`config.mk`:
```
export PLATFORM = sky130hd
export DESIGN_NAME = bitbrick_seq
export DESIGN_NICKNAME = d
export VERILOG_FILES = /design/src/rtl/bitbrick_seq.sv
export SDC_FILE = /design/constraint.sdc
export NUM_CORES = 1
export LEC_CHECK = 0
export CAP_MARGIN = 30
export CORE_ASPECT_RATIO = 0.7
export CORE_MARGIN = 5
export CORE_UTILIZATION = 54
export CTS_BUF_LIST = sky130_fd_sc_hd__clkbuf_4 sky130_fd_sc_hd__clkbuf_8 sky130_fd_sc_hd__clkbuf_16
export CTS_CLUSTER_SIZE = 28
export DETAILED_ROUTE_END_ITERATION = 8
export HOLD_SLACK_MARGIN = 0.03
export PLACE_DENSITY = 0.84
export SLEW_MARGIN = 0
export SYNTH_ARGS = -nofsm -noshare
export SYNTH_HDL_FRONTEND = slang
export SYNTH_SLANG_ARGS = --single-unit
```
`constraint.sdc`:
```
create_clock -name clk -period 5.22 [get_ports clk]
set_clock_uncertainty 0.05 [all_clocks]
set_input_delay 1.044 -clock clk [delete_from_list [all_inputs] [get_ports clk]]
set_output_delay 1.044 -clock clk [all_outputs]
set_load 0.02 [all_outputs]
```
`src/rtl/bitbrick_seq.sv`:
```
// Sequences 2-bit chunk pairs through an external bitbrick and shift-accumulates.
// Optional BBSEQ_SKIP_ZERO_EN skips all-zero A rows.
module bitbrick_seq #(
  parameter int MAX_BITS = 8
) (
  input  logic                  clk,
  input  logic                  rst_n,
  input  logic                  in_valid,
  output logic                  in_ready,
  input  logic [MAX_BITS-1:0]   a,
  input  logic [MAX_BITS-1:0]   b,
  input  logic                  sa,
  input  logic                  sb,
  input  logic [1:0]            prec_a,
  input  logic [1:0]            prec_b,
  output logic [1:0]            bb_a,
  output logic [1:0]            bb_b,
  output logic                  bb_sa,
  output logic                  bb_sb,
  input  logic [3:0]            bb_p,
  output logic                  out_valid,
  input  logic                  out_ready,
  output logic [2*MAX_BITS-1:0] product
);

  localparam int NCH = MAX_BITS / 2;
  localparam int NW  = $clog2(NCH + 1);
  localparam int PW  = 2 * MAX_BITS;

  typedef enum logic [1:0] {
    S_IDLE,
    S_RUN,
    S_DONE
  } state_t;

  state_t              state_q, state_d;
  logic [MAX_BITS-1:0] a_q, a_d;
  logic [MAX_BITS-1:0] b_q, b_d;
  logic                sa_q, sa_d;
  logic                sb_q, sb_d;
  logic [NW-1:0]       na_q, na_d;
  logic [NW-1:0]       nb_q, nb_d;
  logic [NW-1:0]       i_q, i_d;
  logic [NW-1:0]       j_q, j_d;
  logic [PW-1:0]       acc_q, acc_d;

  logic                last_i, last_j;
  logic [NW+1:0]       sh;
  logic [PW-1:0]       ext_p;

  // chunk count = width/2, clamped to the chunks available
  function automatic logic [NW-1:0] chunks(input logic [1:0] p);
    int c;
    c = 1 << p;
    if (c > NCH) c = NCH;
    return NW'(c);
  endfunction

`ifdef BBSEQ_SKIP_ZERO_EN
  logic [NW:0] nz;

  // lowest nonzero chunk index >= start and < n; MSB flags found
  function automatic logic [NW:0] next_nz(
    input logic [MAX_BITS-1:0] v,
    input logic [NW:0]         start,
    input logic [NW-1:0]       n
  );
    logic [NW:0] r;
    r = '0;
    for (int k = NCH - 1; k >= 0; k--) begin
      if ((NW+1)'(k) >= start && NW'(k) < n &&
          v[2*k +: 2] != 2'b00)
        r = {1'b1, NW'(k)};
    end
    return r;
  endfunction
`endif

  always_ff @(posedge clk or negedge rst_n) begin
    if (!rst_n) begin
      state_q <= S_IDLE;
      a_q     <= '0;
      b_q     <= '0;
      sa_q    <= 1'b0;
      sb_q    <= 1'b0;
      na_q    <= '0;
      nb_q    <= '0;
      i_q     <= '0;
      j_q     <= '0;
      acc_q   <= '0;
    end else begin
      state_q <= state_d;
      a_q     <= a_d;
      b_q     <= b_d;
      sa_q    <= sa_d;
      sb_q    <= sb_d;
      na_q    <= na_d;
      nb_q    <= nb_d;
      i_q     <= i_d;
      j_q     <= j_d;
      acc_q   <= acc_d;
    end
  end

  always_comb begin
    state_d   = state_q;
    a_d       = a_q;
    b_d       = b_q;
    sa_d      = sa_q;
    sb_d      = sb_q;
    na_d      = na_q;
    nb_d      = nb_q;
    i_d       = i_q;
    j_d       = j_q;
    acc_d     = acc_q;
    bb_a      = 2'b00;
    bb_b      = 2'b00;
    bb_sa     = 1'b0;
    bb_sb     = 1'b0;
    in_ready  = (state_q == S_IDLE);
    out_valid = (state_q == S_DONE);
    product   = (state_q == S_DONE) ? acc_q : '0;
    last_i    = (i_q == na_q - NW'(1));
    last_j    = (j_q == nb_q - NW'(1));
    sh        = (NW+2)'({1'b0, i_q} + {1'b0, j_q}) << 1;
    ext_p     = '0;
`ifdef BBSEQ_SKIP_ZERO_EN
    nz        = '0;
`endif
    unique case (state_q)
      S_IDLE: begin
        if (in_valid) begin
          a_d     = a;
          b_d     = b;
          sa_d    = sa;
          sb_d    = sb;
          na_d    = chunks(prec_a);
          nb_d    = chunks(prec_b);
          acc_d   = '0;
          i_d     = '0;
          j_d     = '0;
          state_d = S_RUN;
`ifdef BBSEQ_SKIP_ZERO_EN
          nz = next_nz(a, '0, na_d);
          if (nz[NW]) i_d = nz[NW-1:0];
          else        state_d = S_DONE;
`endif
        end
      end
      S_RUN: begin
        bb_a  = a_q[2*i_q +: 2];
        bb_b  = b_q[2*j_q +: 2];
        bb_sa = sa_q && last_i;
        bb_sb = sb_q && last_j;
        // signed chunk products must sign-extend; 3*3=9 stays positive
        ext_p = (bb_sa || bb_sb) ? PW'($signed(bb_p)) : PW'(bb_p);
        acc_d = acc_q + (ext_p << sh);
        if (!last_j) begin
          j_d = j_q + NW'(1);
        end else begin
          j_d = '0;
`ifdef BBSEQ_SKIP_ZERO_EN
          nz = next_nz(a_q, {1'b0, i_q} + (NW+1)'(1), na_q);
          if (nz[NW]) i_d = nz[NW-1:0];
          else        state_d = S_DONE;
`else
          if (last_i) state_d = S_DONE;
          else        i_d = i_q + NW'(1);
`endif
        end
      end
      S_DONE: begin
        if (out_ready) state_d = S_IDLE;
      end
      default: state_d = S_IDLE;
    endcase
  end

endmodule

```
==> ci_impl_report.md <==
### Flow metrics

| Metric | Value |
|---|---|
| Status | `completed` |
| Crit path time final | `4.17 ns` |
| Total iterations of the first detailed-routing run | `5` |
| Final Cycle Share | `79.9%` |
| Max clock buf depth | `2` |
| Multi-Input Combinational | `302` |
| Warnings from Yosys | `0` |
| FF-to-FF setup slack | `1.05 ns` |
| Max-cap viol count | `0` |
| Floorplan utilization | `56.2%` |
| Number of DRC markers after the initial detailed-route iteration | `148` |
| Ports | `54` |
| Worst Max-Slew Pin Slew | `0.704 ns` |
| Most common reg cell | `dfrtp_1` |
| Yosys simple share | `24.3%` |
| RSZ-0062 raised after global routing | `no` |
| Worst path depth | `16` |
| Number of clock buffers in the layout | `5` |
| Number of enable flip-flop cells | `0` |
| Final core occ | `69.2%` |
| CTS clk-pin slew, worst paths | `0.10 ns` |
| Non-CTS buffers | `59` |
| Gr busiest metal | `met2` |
| Cells in synth_stat.txt | `376` |
| Yosys stat area | `0.00327 mm^2` |
| Vias per cell | `5.75` |
| Commonest Layout Cell | `nand2_1` |
| Fa+ha+maj area frac | `9.64%` |
| Hold Crit Endpoint | `a_q[5]` |
| Final RePlAce weighted congestion | `1.03` |
| Row count | `23` |
| Top Registers | `acc_q: 16 flops, a_q: 8 flops, b_q: 8 flops` |
| # hold bufs at CTS | `0` |
| FMAX | `0.240 GHz` |
| Share of cells above drive strength 1 | `7.23%` |
| Top cells excl fill/tap | `81 x nand2_1, 52 x clkdlybuf4s50_1, 48 x dfrtp_1` |
| Total CTS buffers | `5` |
| Biggest register | `acc_q` |
| Critical Path End Type | `register` |
| First-pass GRT wire length | `13500 um` |
| Tapcells | `75` |
| # DRC | `0` |
| Dominant combinational family | `simple AND/OR/NAND/NOR gates` |
| R2R cell count | `16` |
| Buf+Inv Stages, Crit Path | `2` |
| FF/Latch Area | `0.00120 mm^2` |
| Max reg flops | `16` |
| Slew margin rel. | `52.7%` |
| Critical Path End | `acc_q[10]` |
| Type of the worst setup path | `register to register` |
| Setup TNS Final | `0 ns` |
| Endpoints failing setup | `0` |
| Seq cells post-synth | `48` |
| CP Launch Type | `register` |
| Depth of the worst hold-timing path | `2` |
| CP Cell Sequence | `ha_1 > inv_1 > fa_1 > inv_1 > nor2_1 > nand2_1 > nor2_1 > ha_1 > fa_1 > a21o_1 > a21oi_1 > o21ai_0 > a31o_2 > a21oi_1 > xor2_1 > o21ai_0` |
| GR Util met2 | `34.5%` |
| Crit-path max FO | `11` |
| Syn Area/Cell | `8.70 um^2` |
| Largest delay contributor family on the critical path | `adder cells` |
| Vias in the first global route | `2748` |
| Hold WC Path Type | `register to register` |
| Post-DRT Antenna Nets | `0` |
| FF-to-FF End | `acc_q[10]` |
| Crit path DRT | `5.37 ns` |
| H-tree depth | `2` |
| Gr usage total | `22.7%` |
| Aoi share | `15.7%` |
| Hold Startpoint | `a_q[5]` |
| HPWL Detailed | `6060 um` |
| Nets | `482` |
| Congestion Overflow GR | `0` |
| CP arrival | `4.32 ns` |
| Reg-to-Reg Start | `j_q[0]` |
| Signal buffers share of area | `14.7%` |
| Met3 global-route usage | `4.63%` |
| Clk root buf | `clkbuf_8` |
| XOR/XNOR Area Share | `6.85%` |
| Core Footprint | `0.00581 mm^2` |
| Latency at later pin | `0.31 ns` |
| OpenROAD warnings | `26` |
==> stage by stage <==
| step | hold WS, ns | cell area [um^2] | cells | setup slack [ns] |
|---|---|---|---|---|
| global placement | 0.405 | 3870 | 494 | 1.29 |
| finish | 0.436 | 4020 | 504 | 1.05 |
| floorplan | 0.390 | 3270 | 376 | 1.60 |
| global route | 0.459 | 4020 | 504 | 0.789 |
| detailed placement | 0.413 | 3870 | 494 | 1.18 |
| CTS | 0.438 | 3990 | 502 | 1.04 |
==> Yosys cell counts (2+ instances only) <==
cell	number	area share (%)
nor3_1	3	0.46
nand3_1	14	2.1
clkbuf_1	13	1.5
nor3b_1	6	1.4
mux4_2	4	2.8
o31ai_1	2	0.46
xor2_1	9	2.4
o211ai_1	2	0.46
ha_1	22	8.4
a21oi_1	19	2.9
nor2_1	25	2.9
dfrtp_1	48	37
a21o_1	8	1.8
inv_1	12	1.4
a31o_2	2	0.54
fa_1	2	1.2
nand2b_1	7	1.3
a21oi_2	2	0.54
and3_1	2	0.38
and2_1	15	2.9
mux2_2	2	0.69
a31oi_1	2	0.38
nor2b_1	4	0.77
or3_1	3	0.57
a211oi_1	2	0.46
o21ai_0	28	4.3
nand2_1	81	9.3
xnor2_1	11	2.9
nand3b_1	3	0.69
==> routing by layer <==
metal	vias to the layer above	part of all wire, %	wire, um
li1	1403	-	-
met1	1363	47	3860
met2	119	45	3680
met3	12	7.6	627
met4	0	1.1	94
met5	-	0	0
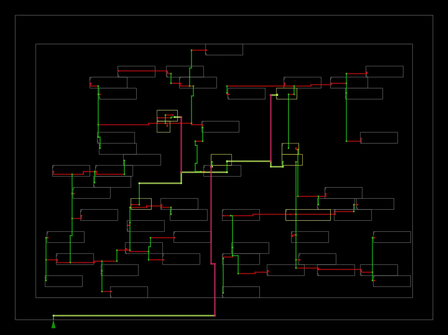
(clock nets)
CTS Sinks: 48

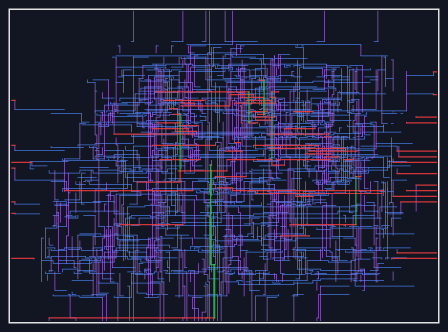
(routed metal, one color a layer)
purple -> met2  # wire length 3680 um
red -> met3  # wire length 628 um
green -> met4  # wire length 94.8 um
blue -> met1  # wire length 3860 um

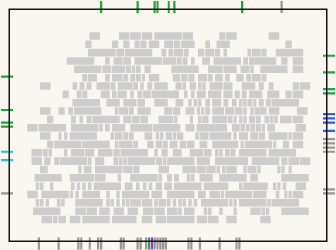
(ports around the boundary)
Pins as bars across the die edge, other pins in gray.
cyan -> prec_b  # pins 2, direction input, edge left
purple -> in_ready  # pins 1, direction output, edge bottom
green -> product  # pins 16, direction output, edge 7 top, 4 left, 4 right, 1 bottom
blue -> bb_p  # pins 4, direction input, edge right
PortBufs: 53
horizontal die size: 103 um
height of the die: 75.1 um

